Figure 1. Routed metal, one color a layer (run 1).
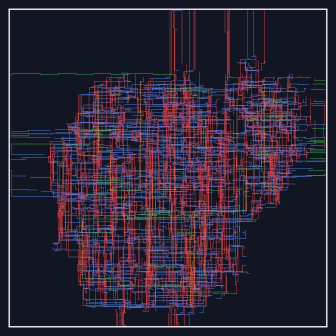
Figure 2. The clock network (run 1).
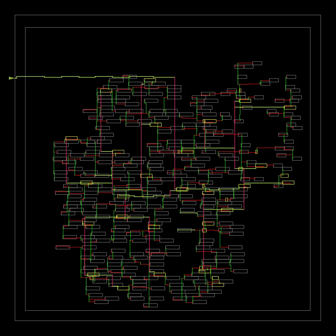
Figure 3. Logic cells by family (run 1).
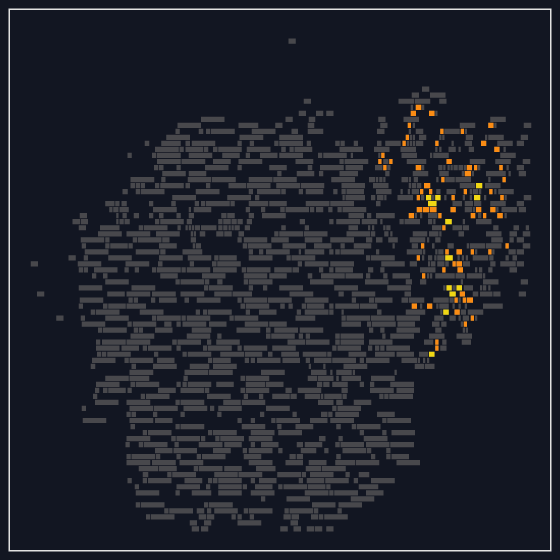
Figure 4. Clock distribution (run 1).
The bar under the picture is 50 um long.
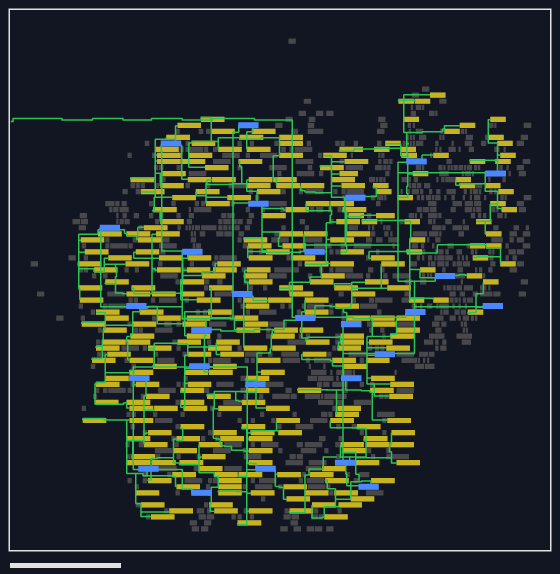
==> config.mk <==
export PLATFORM = sky130hd
export DESIGN_NAME = glyph_matcher
export DESIGN_NICKNAME = d
export VERILOG_FILES = /design/src/rtl/glyph_matcher.sv
export SDC_FILE = /design/constraint.sdc
export NUM_CORES = 1
export LEC_CHECK = 0
export CAP_MARGIN = 15
export CORE_MARGIN = 8
export CORE_UTILIZATION = 28
export CTS_CLUSTER_DIAMETER = 80
export CTS_CLUSTER_SIZE = 14
export DETAILED_ROUTE_END_ITERATION = 16
export PLACE_DENSITY = 0.54
export SLEW_MARGIN = 20
export SYNTH_ARGS = -nofsm -noshare
export SYNTH_HDL_FRONTEND = slang
export SYNTH_SLANG_ARGS = --single-unit
==> constraint.sdc <==
create_clock -name clk -period 9.5 [get_ports clk]
set_input_delay 0.95 -clock clk [delete_from_list [all_inputs] [get_ports clk]]
set_output_delay 0.95 -clock clk [all_outputs]
set_load 0.05 [all_outputs]
==> run notes, run 1 <==
yosys + openroad results -> outcome complete, no violations, switching share of power between 30% and 40%, area grow syn2layout 15.6%, initial antenna violation count 2, Pins Over Slew Limit 0, Top FF cell, synth edfxtp_1, post-synthesis cell type count 53, Root Driver clkbuf_16, Total Neg Setup Slack 0 ns, Max-area cell share between 50% and 60%, # Taps around 680, ys cells about 1000, Slew @ Worst Pin 1.02 ns, P_int approximately 2.4 mW, mapped cell area approximately 15000 um2, Levels on crit path 28, fin crit share 94.0%, Final Power 3.56 mW, core area a little over 50000 um2, Floorplan Utilization around 28%, Seq/Total Area, Yosys around three fifths, Synth flops about 300, CP most frequent cell fa_1, critical path peak fanout 33, R2R depth 28, Final Hold Fails 0, # H-tree levels 1, max_cap viols 0, Reg power frac roughly 42%, global route overflow 0, buffer count from post-CTS setup fixing 0, HP Class reg2reg, sequential share of cell area around half, crit path buf inv count 4, Tmin final a little under 9 ns, Crit Path Category reg2reg, RePlAce Congestion around 0.79, max reg flops about 260, number of global-route vias before repair 8792, P_leak 5.84 nW, Crit. End Element flip-flop, tally of OpenROAD warnings 27, Max-area cell class sequential cells, PD cells about 210 nW/um2, Final ANT Viol Nets 0, Reg area approximately 8600 um2, CTS tree yes, Non-clk invs 26, Net Sw Power ~1.1 mW, IO Pins about 64, fin nets approximately 1200, Finished Cell Area between 15000 and 20000 um2, First-pass DRT Iterations 5, initial DRC count approximately 500, DRT Wirelength 38000 um, clk slew on worst S/H paths 0.07 ns, Top delay family on crit path adder cells, num rows between 80 and 90, RSZ-0062 raised after global routing false, die area ~59000 um2, cell count after synthesis between 1000 and 1500, largest net degree at the start of global routing 57, Final clock-cell share roughly 4.5%, vias per cell roughly 4.7, hold path cells 2, Non-CTS buffers just under 100
Back to the opening pictures, Figure 1:
M1 -> blue  # wire length 16500 um
M3 -> green  # wire length 1840 um
M4 -> orange  # wire length 782 um
M2 -> red  # wire length 18800 um
per-cell routed wire length: 21.2 um
GRT Overall Usage: 12.6%
DR vias: 8396

Back to the opening pictures, Figure 2:
clock-net power: 1.02 mW
flip-flops: 302
Sink Count: 302
CTS buffer count: 27

Back to the opening pictures, Figure 3:
non-inverting ao/oa cells -> yellow  # cells 12, most used o21a_1, where right middle
aoi and oai cells -> orange  # cells 67, most used a21oi_1
Comb area share: 33.1%
Finished Layout Cells: 1791
most frequent logic cell in the layout: and2_1

Back to the opening pictures, Figure 4:
clock-net drivers -> blue  # count 27
clock wires -> green  # length 4120 um
flip-flops -> yellow  # count 302
routed clock nets = 28
clk_skew: 0.0378 ns
clock share of power: 28.7%
Latency at later pin: 0.57 ns

run 1: per-stage QoR:
stage	std cells	util (%)
4_1_cts	1789	32.7
6_report	1791	32.8
3_3_place_gp	1750	31.3
5_1_grt	1789	32.7
2_1_floorplan	1044	-
3_5_place_dp	1750	31.3
run 1: kinds of logic (layout without fill, tap and decap cells):
family | Yosys count | in the layout | share of synthesized area [%]
compound gates | 79 | 79 | 3.52
simple gates | 417 | 417 | 16.5
other cells | 0 | 2 | 0
buf+inv | 97 | 162 | 2.72
flops | 302 | 302 | 59.2
xor+xnor | 24 | 24 | 1.45
mux | 94 | 94 | 13.4
fa+ha+maj | 31 | 31 | 3.24
run 1: power groups by stage:
stage / clock, mW / combinational, mW / sequential [mW]
floorplan: 0 / 0.725 / 1.52
global placement: 0 / 1.04 / 1.53
detailed placement: 0 / 1.04 / 1.53
CTS: 1.04 / 1.05 / 1.50
global route: 1.09 / 1.17 / 1.51
finish: 1.02 / 1.04 / 1.50
run 1: routing by layer:
layer  share of wire (%)  vias to the layer above  track usage (%)
met5                   0                        -                0
met4                 2.1                        0             2.54
met3                 4.8                       50             2.10
met2                  50                      195             21.7
met1                  44                     4283             16.6
li1                    -                     3868                -
run 1: cell usage after synthesis (4+ instances only):
library cell	count
nand3_1	6
ha_1	20
nand3b_1	4
buf_2	10
clkbuf_1	56
o21ai_0	10
xnor2_1	8
dfxtp_1	46
nor2_1	51
inv_1	26
o21a_1	4
and2_1	258
a211oi_1	17
nand2b_1	6
mux2i_1	13
nor3_1	10
edfxtp_1	256
or2_2	17
fa_1	11
nand2_1	42
a21oi_1	29
nor2b_1	7
mux4_2	80
xor2_1	16
==> run 2, diff against run 1 <==
Settings changed: ABC_AREA from default to 1.
Clock period 9.5 ns to 8.4 ns, I/O delays scaled along.
==> run notes, run 2 <==
yosys + openroad results -> P_leak 6.33 nW (+8.5%), tally of OpenROAD warnings 28 (+3.7%), global route overflow 0 (unchanged), Sink Count 302 (unchanged), syn nets 1544, RSZ-0062 raised after global routing false, buffer count from post-CTS setup fixing 0 (unchanged), largest net degree at the start of global routing 133 (+130%), Max VDD drop just under 0.0002 V, Max clock buf depth 3, most frequent logic cell in the layout nor2_1, Crit Path Category reg2reg, initial antenna violation count 0 (-2), critical path peak fanout 63 (+91%), fin nets 1556 (+33%), GRT Overall Usage 13.3% (+0.69 points), mapped cell area 14200 um2 (-2.2%), hold path cells 2 (unchanged), top cells, area edfxtp_1 54%, nor2_1 11%, dfxtp_1 6.5%, CTS buffer count 26 (-3.7%), vias per cell 4.83 (+3.0%), Syn. warnings 0, cell count after synthesis 1473 (+41%), Root Driver clkbuf_16, hold slack roughly 0.49 ns, IO Pins 64 (unchanged), First-pass DRT Iterations 7 (+2), most numerous logic cells after layout 425 x nor2_1, 256 x edfxtp_1, 159 x o21ai_0, PD cells 261 nW/um2 (+23%), Residual DRC 0, Synth flops 302 (unchanged), outcome complete, no violations, Seq/Total Area, Yosys 60.6% (+1.3 points), Placed Cells 2128 (+22%), post-DP HPWL 25300 um, CP most frequent cell nand2_1, Tmin final 7.63 ns (-1.30 ns), final setup violation count 0, Floorplan Utilization 28.3% (about the same), Total Neg Setup Slack 0 ns (unchanged), fillers around 5000, CTS tree yes, synth cell count leaders 425 x nor2_1, 256 x edfxtp_1, 159 x o21ai_0, Final Core Density 32.4% (-0.38 points), Reg area 8610 um2 (about the same), Latency at later pin 0.57 ns (about the same), Die Span Y ~240 um, number of global-route vias before repair 10200 (+16%), CP peak stage delay 0.55 ns, Finished Layout Cells 2165 (+21%), Slowest cell on crit path fa_1, Die Wd 241 um, Slew @ Worst Pin 1.13 ns (+0.109 ns), R2R depth 43 (+54%), clk slew on worst S/H paths 0.08 ns (about the same), Final Hold Fails 0 (unchanged), most common cell in the netlist nor2_1, HP Class reg2reg, final worst setup slack 0.773 ns, max reg flops 256 (unchanged), die area 58200 um2 (-2.1%), core area 50200 um2 (-2.2%), fin crit share 90.8% (-3.2 points), Top FF cell, synth edfxtp_1, max_cap viols 0 (unchanged), Pins Over Slew Limit 0 (unchanged), # H-tree levels 1 (unchanged), RePlAce Congestion 0.829 (+4.9%), Max-area cell share 54.1% (+1.2 points), ys cells 1473 (+41%), Final ANT Viol Nets 0 (unchanged), area grow syn2layout 14.3%, num rows 82 (-1.2%), DR vias 10500 (+25%), Crit. End Element flip-flop, post-synthesis cell type count 39 (-26%), initial DRC count 806 (+60%)
run 2: final cells by class:
type / instances / share of cell area, %
sequential: 302 / 53.0
multi-input combinational: 962 / 29.4
tap: 672 / 5.18
timing repair buffer: 77 / 4.99
clock buffer: 31 / 4.12
inverter: 116 / 2.71
clock inverter: 5 / 0.516
run 2: power breakdown:
group	total, mW	internal, mW	leakage [nW]	switching, mW
Combinational	1.39	0.495	2.96	0.890
Clock	1.15	0.597	0.367	0.555
Sequential	1.70	1.68	3.01	0.0202
run 2: stage by stage:
stage	total power [mW]	instance area, um2
after floorplan	2.77	14200
after global placement	3.06	15500
after detailed placement	3.12	15500
after CTS	4.27	16200
after global routing	4.52	16200
final	4.24	16200
run 2: kinds of logic after synthesis:
family                     after synthesis  share of synthesized area [%]
adders and majority gates               31                           3.31
buffers and inverters                  209                           5.80
AOI/OAI and AO/OA                      281                           11.4
DFF                                    302                           60.6
xor gates and xnor gates                20                           1.23
and+or+nand+nor                        630                           17.7
run 2: repair_timing:
item / 4_1_cts / 5_1_grt
hold buffers: 0 / 0
hold endpoints to repair: 0 / 0
resized: 0 / 2
setup endpoints to repair: 0 / 3
run 2: per-layer routing:
metal  vias up  track usage, %  wire length [um]
met2       265            22.6             19000
met5         -               0                 0
met4         0            4.02              1220
met1      5124            17.5             17900
met3        68            1.84              2020
li1       5001               -                 -
run 2: critical path: cells and delay by family (launching register included):
kind | cells | cell delay (ns)
XOR/XNOR | 1 | 0.21
AND/OR/NAND/NOR | 16 | 1.38
flip-flops | 1 | 0.39
adder cells (fa/ha/maj) | 8 | 3.20
AND-OR/OR-AND | 8 | 1.28
buffers and inverters | 10 | 1.02
Figure 5. Routed metal, one color a layer (run 2).
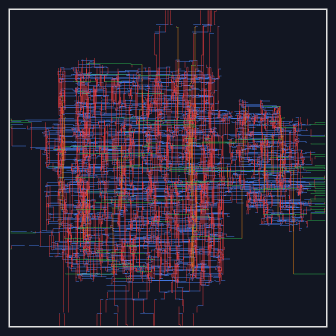
per-cell routed wire length: 18.5 um
DRT Wirelength: 40100 um

Figure 6. Clock distribution (run 2).
The bar under the picture is 50 um long.
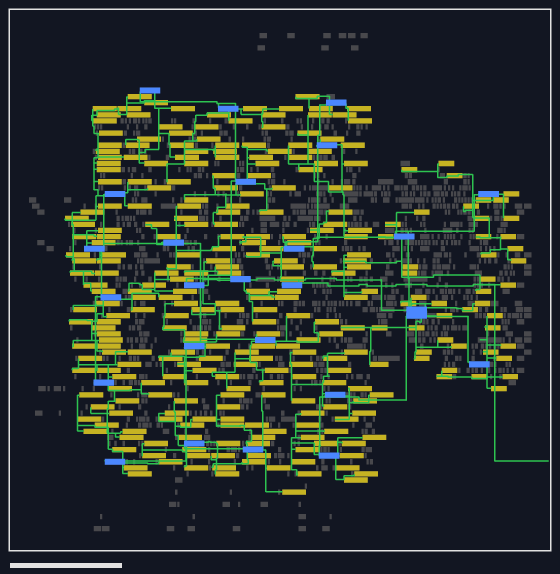
flip-flops -> yellow  # count 302
clock-net drivers -> blue  # count 26
clock wires -> green  # length 3940 um
routed clock nets = 27
clock share of power: 27.2%
clock-net power: 1.15 mW
clk_skew: 0.0255 ns

No activity file was given, so power comes from the tool's default toggle rates.
